### src/rtl/sr_drv_pkg.sv
// Shared definitions for the SR latch driver: command op encodings and the FSM state type.
package sr_drv_pkg;

    localparam logic [1:0] OP_NOP = 2'b00;
    localparam logic [1:0] OP_SET = 2'b01;
    localparam logic [1:0] OP_RST = 2'b10;
    localparam logic [1:0] OP_TGL = 2'b11;

    typedef enum logic [1:0] {
        ST_IDLE  = 2'd0,
        ST_PULSE = 2'd1,
        ST_GUARD = 2'd2
    } state_t;

endpackage

### src/rtl/sr_pulse_timer.sv
// Loadable down-counter shared by the PULSE and GUARD phases; done is high while the count is zero.
module sr_pulse_timer #(
    parameter int CNT_W = 4
) (
    input  logic             clk,
    input  logic             rst,
    input  logic             load,
    input  logic             en,
    input  logic [CNT_W-1:0] load_val,
    output logic             done
);

    logic [CNT_W-1:0] count_q;
    logic [CNT_W-1:0] count_d;

    always_comb begin
        count_d = count_q;
        if (load) begin
            count_d = load_val;
        end else if (en && (count_q != '0)) begin
            count_d = count_q - CNT_W'(1);
        end
    end

    always_ff @(posedge clk) begin
        if (rst) begin
            count_q <= '0;
        end else begin
            count_q <= count_d;
        end
    end

    assign done = (count_q == '0);

endmodule

### src/rtl/sr_latch_driver.sv
// Command-side driver for the SR latch cell: turns set/reset/toggle commands into registered
// S or R pulses with a dead-time guard, then checks the latch readback.
module sr_latch_driver
    import sr_drv_pkg::*;
#(
    parameter int PULSE_W = 2,
    parameter int GUARD_W = 1,
    parameter int CNT_W   = 4
) (
    input  logic       clk,
    input  logic       rst,
    input  logic       cmd_valid,
    input  logic [1:0] cmd_op,
    output logic       cmd_ready,
    output logic       S,
    output logic       R,
    output logic       C,
    input  logic       Q_fb,
    input  logic       Q_n_fb,
    output logic       exp_q,
    output logic       busy,
    output logic       fault,
    input  logic       fault_clr
);

    localparam logic [CNT_W-1:0] PULSE_LOAD = CNT_W'(PULSE_W - 1);
    localparam logic [CNT_W-1:0] GUARD_LOAD = CNT_W'(GUARD_W - 1);

    state_t           state_q, state_d;
    logic             tgt_q, tgt_d;
    logic             expQ_q, expQ_d;
    logic             fault_q, fault_d;
    logic             sDrive_q, sDrive_d;
    logic             rDrive_q, rDrive_d;
    logic             busy_q, busy_d;
    logic             cmdReady_q, cmdReady_d;
    logic             faultSet;
    logic             tmrLoad;
    logic             tmrEn;
    logic             tmrDone;
    logic [CNT_W-1:0] tmrVal;

    sr_pulse_timer #(
        .CNT_W(CNT_W)
    ) uTimer (
        .clk     (clk),
        .rst     (rst),
        .load    (tmrLoad),
        .en      (tmrEn),
        .load_val(tmrVal),
        .done    (tmrDone)
    );

    assign tmrEn = (state_q != ST_IDLE);

    // Outputs are computed from the next state so S/R/C/busy/cmd_ready come straight off flops.
    always_comb begin
        state_d  = state_q;
        tgt_d    = tgt_q;
        expQ_d   = expQ_q;
        faultSet = 1'b0;
        tmrLoad  = 1'b0;
        tmrVal   = PULSE_LOAD;

        case (state_q)
            ST_IDLE: begin
                if (Q_fb == Q_n_fb) faultSet = 1'b1;
                if (cmd_valid && cmdReady_q) begin
                    case (cmd_op)
                        OP_NOP: ;
                        OP_SET: begin
                            tgt_d   = 1'b1;
                            state_d = ST_PULSE;
                            tmrLoad = 1'b1;
                        end
                        OP_RST: begin
                            tgt_d   = 1'b0;
                            state_d = ST_PULSE;
                            tmrLoad = 1'b1;
                        end
                        OP_TGL: begin
                            tgt_d   = ~expQ_q;
                            state_d = ST_PULSE;
                            tmrLoad = 1'b1;
                        end
                        default: ;
                    endcase
                end
            end
            ST_PULSE: begin
                if (tmrDone) begin
                    state_d = ST_GUARD;
                    tmrLoad = 1'b1;
                    tmrVal  = GUARD_LOAD;
                end
            end
            ST_GUARD: begin
                if (Q_fb == Q_n_fb) faultSet = 1'b1;
                if (tmrDone) begin
                    state_d = ST_IDLE;
                    expQ_d  = tgt_q;
                    if ((Q_fb != tgt_q) || (Q_n_fb != ~tgt_q)) faultSet = 1'b1;
                end
            end
            default: state_d = ST_IDLE;
        endcase

        fault_d    = faultSet ? 1'b1 : (fault_clr ? 1'b0 : fault_q);
        sDrive_d   = (state_d == ST_PULSE) && tgt_d;
        rDrive_d   = (state_d == ST_PULSE) && !tgt_d;
        busy_d     = (state_d != ST_IDLE);
        cmdReady_d = (state_d == ST_IDLE);
    end

    always_ff @(posedge clk) begin
        if (rst) begin
            state_q    <= ST_IDLE;
            tgt_q      <= 1'b0;
            expQ_q     <= 1'b0;
            fault_q    <= 1'b0;
            sDrive_q   <= 1'b0;
            rDrive_q   <= 1'b0;
            busy_q     <= 1'b0;
            cmdReady_q <= 1'b0;
        end else begin
            state_q    <= state_d;
            tgt_q      <= tgt_d;
            expQ_q     <= expQ_d;
            fault_q    <= fault_d;
            sDrive_q   <= sDrive_d;
            rDrive_q   <= rDrive_d;
            busy_q     <= busy_d;
            cmdReady_q <= cmdReady_d;
        end
    end

    assign S         = sDrive_q;
    assign R         = rDrive_q;
    assign C         = sDrive_q | rDrive_q;
    assign busy      = busy_q;
    assign cmd_ready = cmdReady_q;
    assign exp_q     = expQ_q;
    assign fault     = fault_q;

endmodule

### config.mk
export PLATFORM = sky130hd
export DESIGN_NAME = sr_latch_driver
export DESIGN_NICKNAME = d
export VERILOG_FILES = /design/src/rtl/sr_drv_pkg.sv /design/src/rtl/sr_pulse_timer.sv /design/src/rtl/sr_latch_driver.sv
export SDC_FILE = /design/constraint.sdc
export NUM_CORES = 1
export LEC_CHECK = 0
export CAP_MARGIN = 25
export CORE_UTILIZATION = 45
export DETAILED_ROUTE_END_ITERATION = 10
export PLACE_DENSITY = 0.76
export SYNTH_ARGS = -nofsm -noshare
export SYNTH_HDL_FRONTEND = slang
export SYNTH_SLANG_ARGS = --single-unit
### constraint.sdc
create_clock -name clk -period 1.75 [get_ports clk]
set_clock_uncertainty 0.15 [all_clocks]
set_input_delay 0.2625 -clock clk [delete_from_list [all_inputs] [get_ports clk]]
set_output_delay 0.2625 -clock clk [all_outputs]
set_load 0.02 [all_outputs]
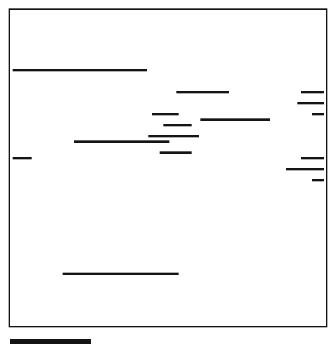
(the metal 3 layer)
Bar = 10 um.
share of all routed wire = 6.8%
main direction = horizontal
wire length on this layer = 89.1 um
nets with wire on the layer = 14
longest straight run = 16.3 um

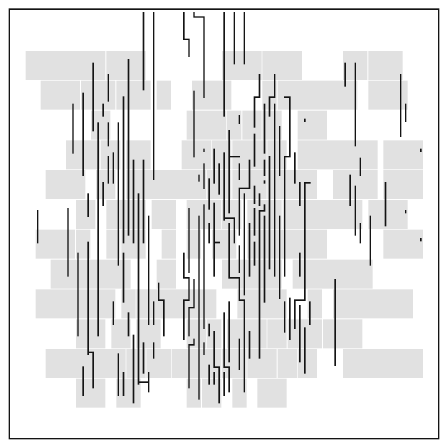
(signal wires on met2)
Cells faint in the background.
longest straight run = 19.4 um
nets with wire on the layer = 77
main direction = vertical
share of all routed wire = 47%
wire length on this layer = 614 um

==> impl_metrics.tcl <==
# place-and-route summary
set metrics [dict create \
    pwr_density_cell_nw_per_um2 797 \
    firstDrtPassIters 4 \
    met3_length_um 89 \
    top_cells_by_area "dfxtp_1, a21oi_1, o21ai_0, or3_1, nand3_1" \
    hold_class "reg -> reg" \
    root_buffer "clkbuf_4" \
    largest_cell_class "multi-input combinational cells" \
    grt_usage_pct 22.4 \
    taps 14 \
    cts_buffer_depth 2 \
    tightest_slew_ps 504 \
    largest_reg_flops 4 \
    path_cells "clkdlybuf4s50_1" \
    outcome "completed" \
    async_flop_share_pct 0 \
    critPathBufInv 1 \
    final_area_um2 818 \
    buffer_area_share_pct 18.8 \
    ant_nets 0 \
    critPathLaunchType "flop" \
    seqPwrFrac_pct 49.9 \
    layout_top_cells "dfxtp_1, clkdlybuf4s50_1, a21oi_1, o21ai_0" \
    routed_via_density 5.58 \
    crit_cells 1 \
    preCtsSetupSlack_ps 11.0 \
    cts_max_level 1 \
    comb_power_share_pct 20.8 \
    worstSetupEndpoint "exp_q" \
    area_growth_pct 32.4 \
    yosys_most_used_dff "dfxtp_1" \
    slowest_stage "clkdlybuf4s50_1" \
    synth_seq_share_pct 42.1 \
    place.gp.congestion 0.820 \
    maxSlewHeadroom_pct 66.1 \
    num-clock-buffers 4 \
    ys_types 31 \
    power_leader "registers" \
    grt_pass1_wl_mm 2.19 \
    most_common_cell "dfxtp_1" \
    finalNetCount 98 \
    grtUsageMet2_pct 29.6 \
    vias 569 \
    dieWidth_um 39.1 \
    yosysTopAreaCellShare_pct 42.1 \
    flops 13 \
    drive_above_1_share_pct 14.8 \
    antenna_found_initial 0 \
    setup_viol 0 \
    cts-resized-gates 1 \
    tritoncts "done" \
    worstSetupEndpointType "output port" \
    dr.first_iter.drc_count 14 \
    busiest_layer "met2" \
    cp_top_family "buffers and inverters" \
    num_rows 12 \
    vdd_drop_max_mv 0.548 \
    grt_overflow 0 \
    synthTopLogicFamily "simple AND/OR/NAND/NOR gates" \
    reg.largest.list "uTimer.count_q x4, state_q x2" \
    p_seq_uw 325 \
    sh_comb_area_pct 42.2 \
    wl_met1_um 584 \
    critPathKind "reg -> out" \
    n_fill_cell 99 \
    xor_share_pct 2.83 \
    period_used_pct 95.7 \
    clkCellAreaFrac_pct 3.21 \
    p_comb_uw 135 \
]
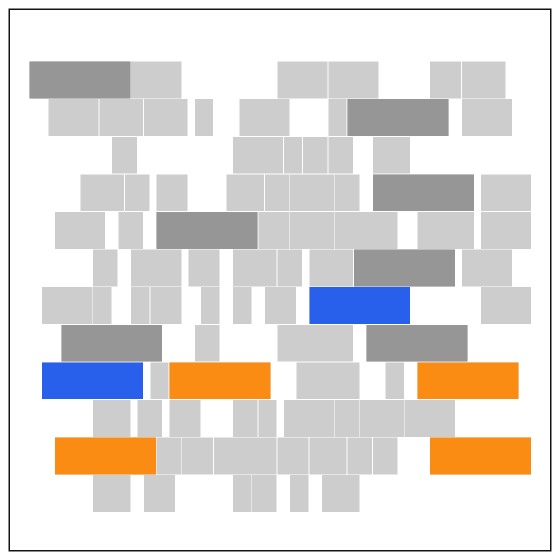
(sequential cells coloured by netlist name)
`uTimer.count_q` -> orange  # sequential cells 4
`state_q` -> blue  # sequential cells 2

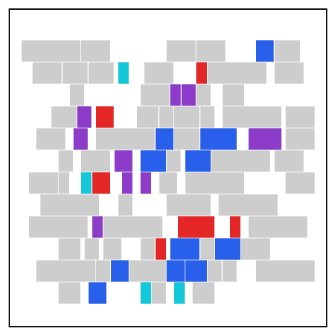
(selected gate families)
and/or cells -> blue  # cells 11, most used or3_1
inv cells -> cyan  # cells 4, most used inv_1
nor cells -> red  # cells 6, most used nor2_1
nand cells -> purple  # cells 9, most used nand2_1

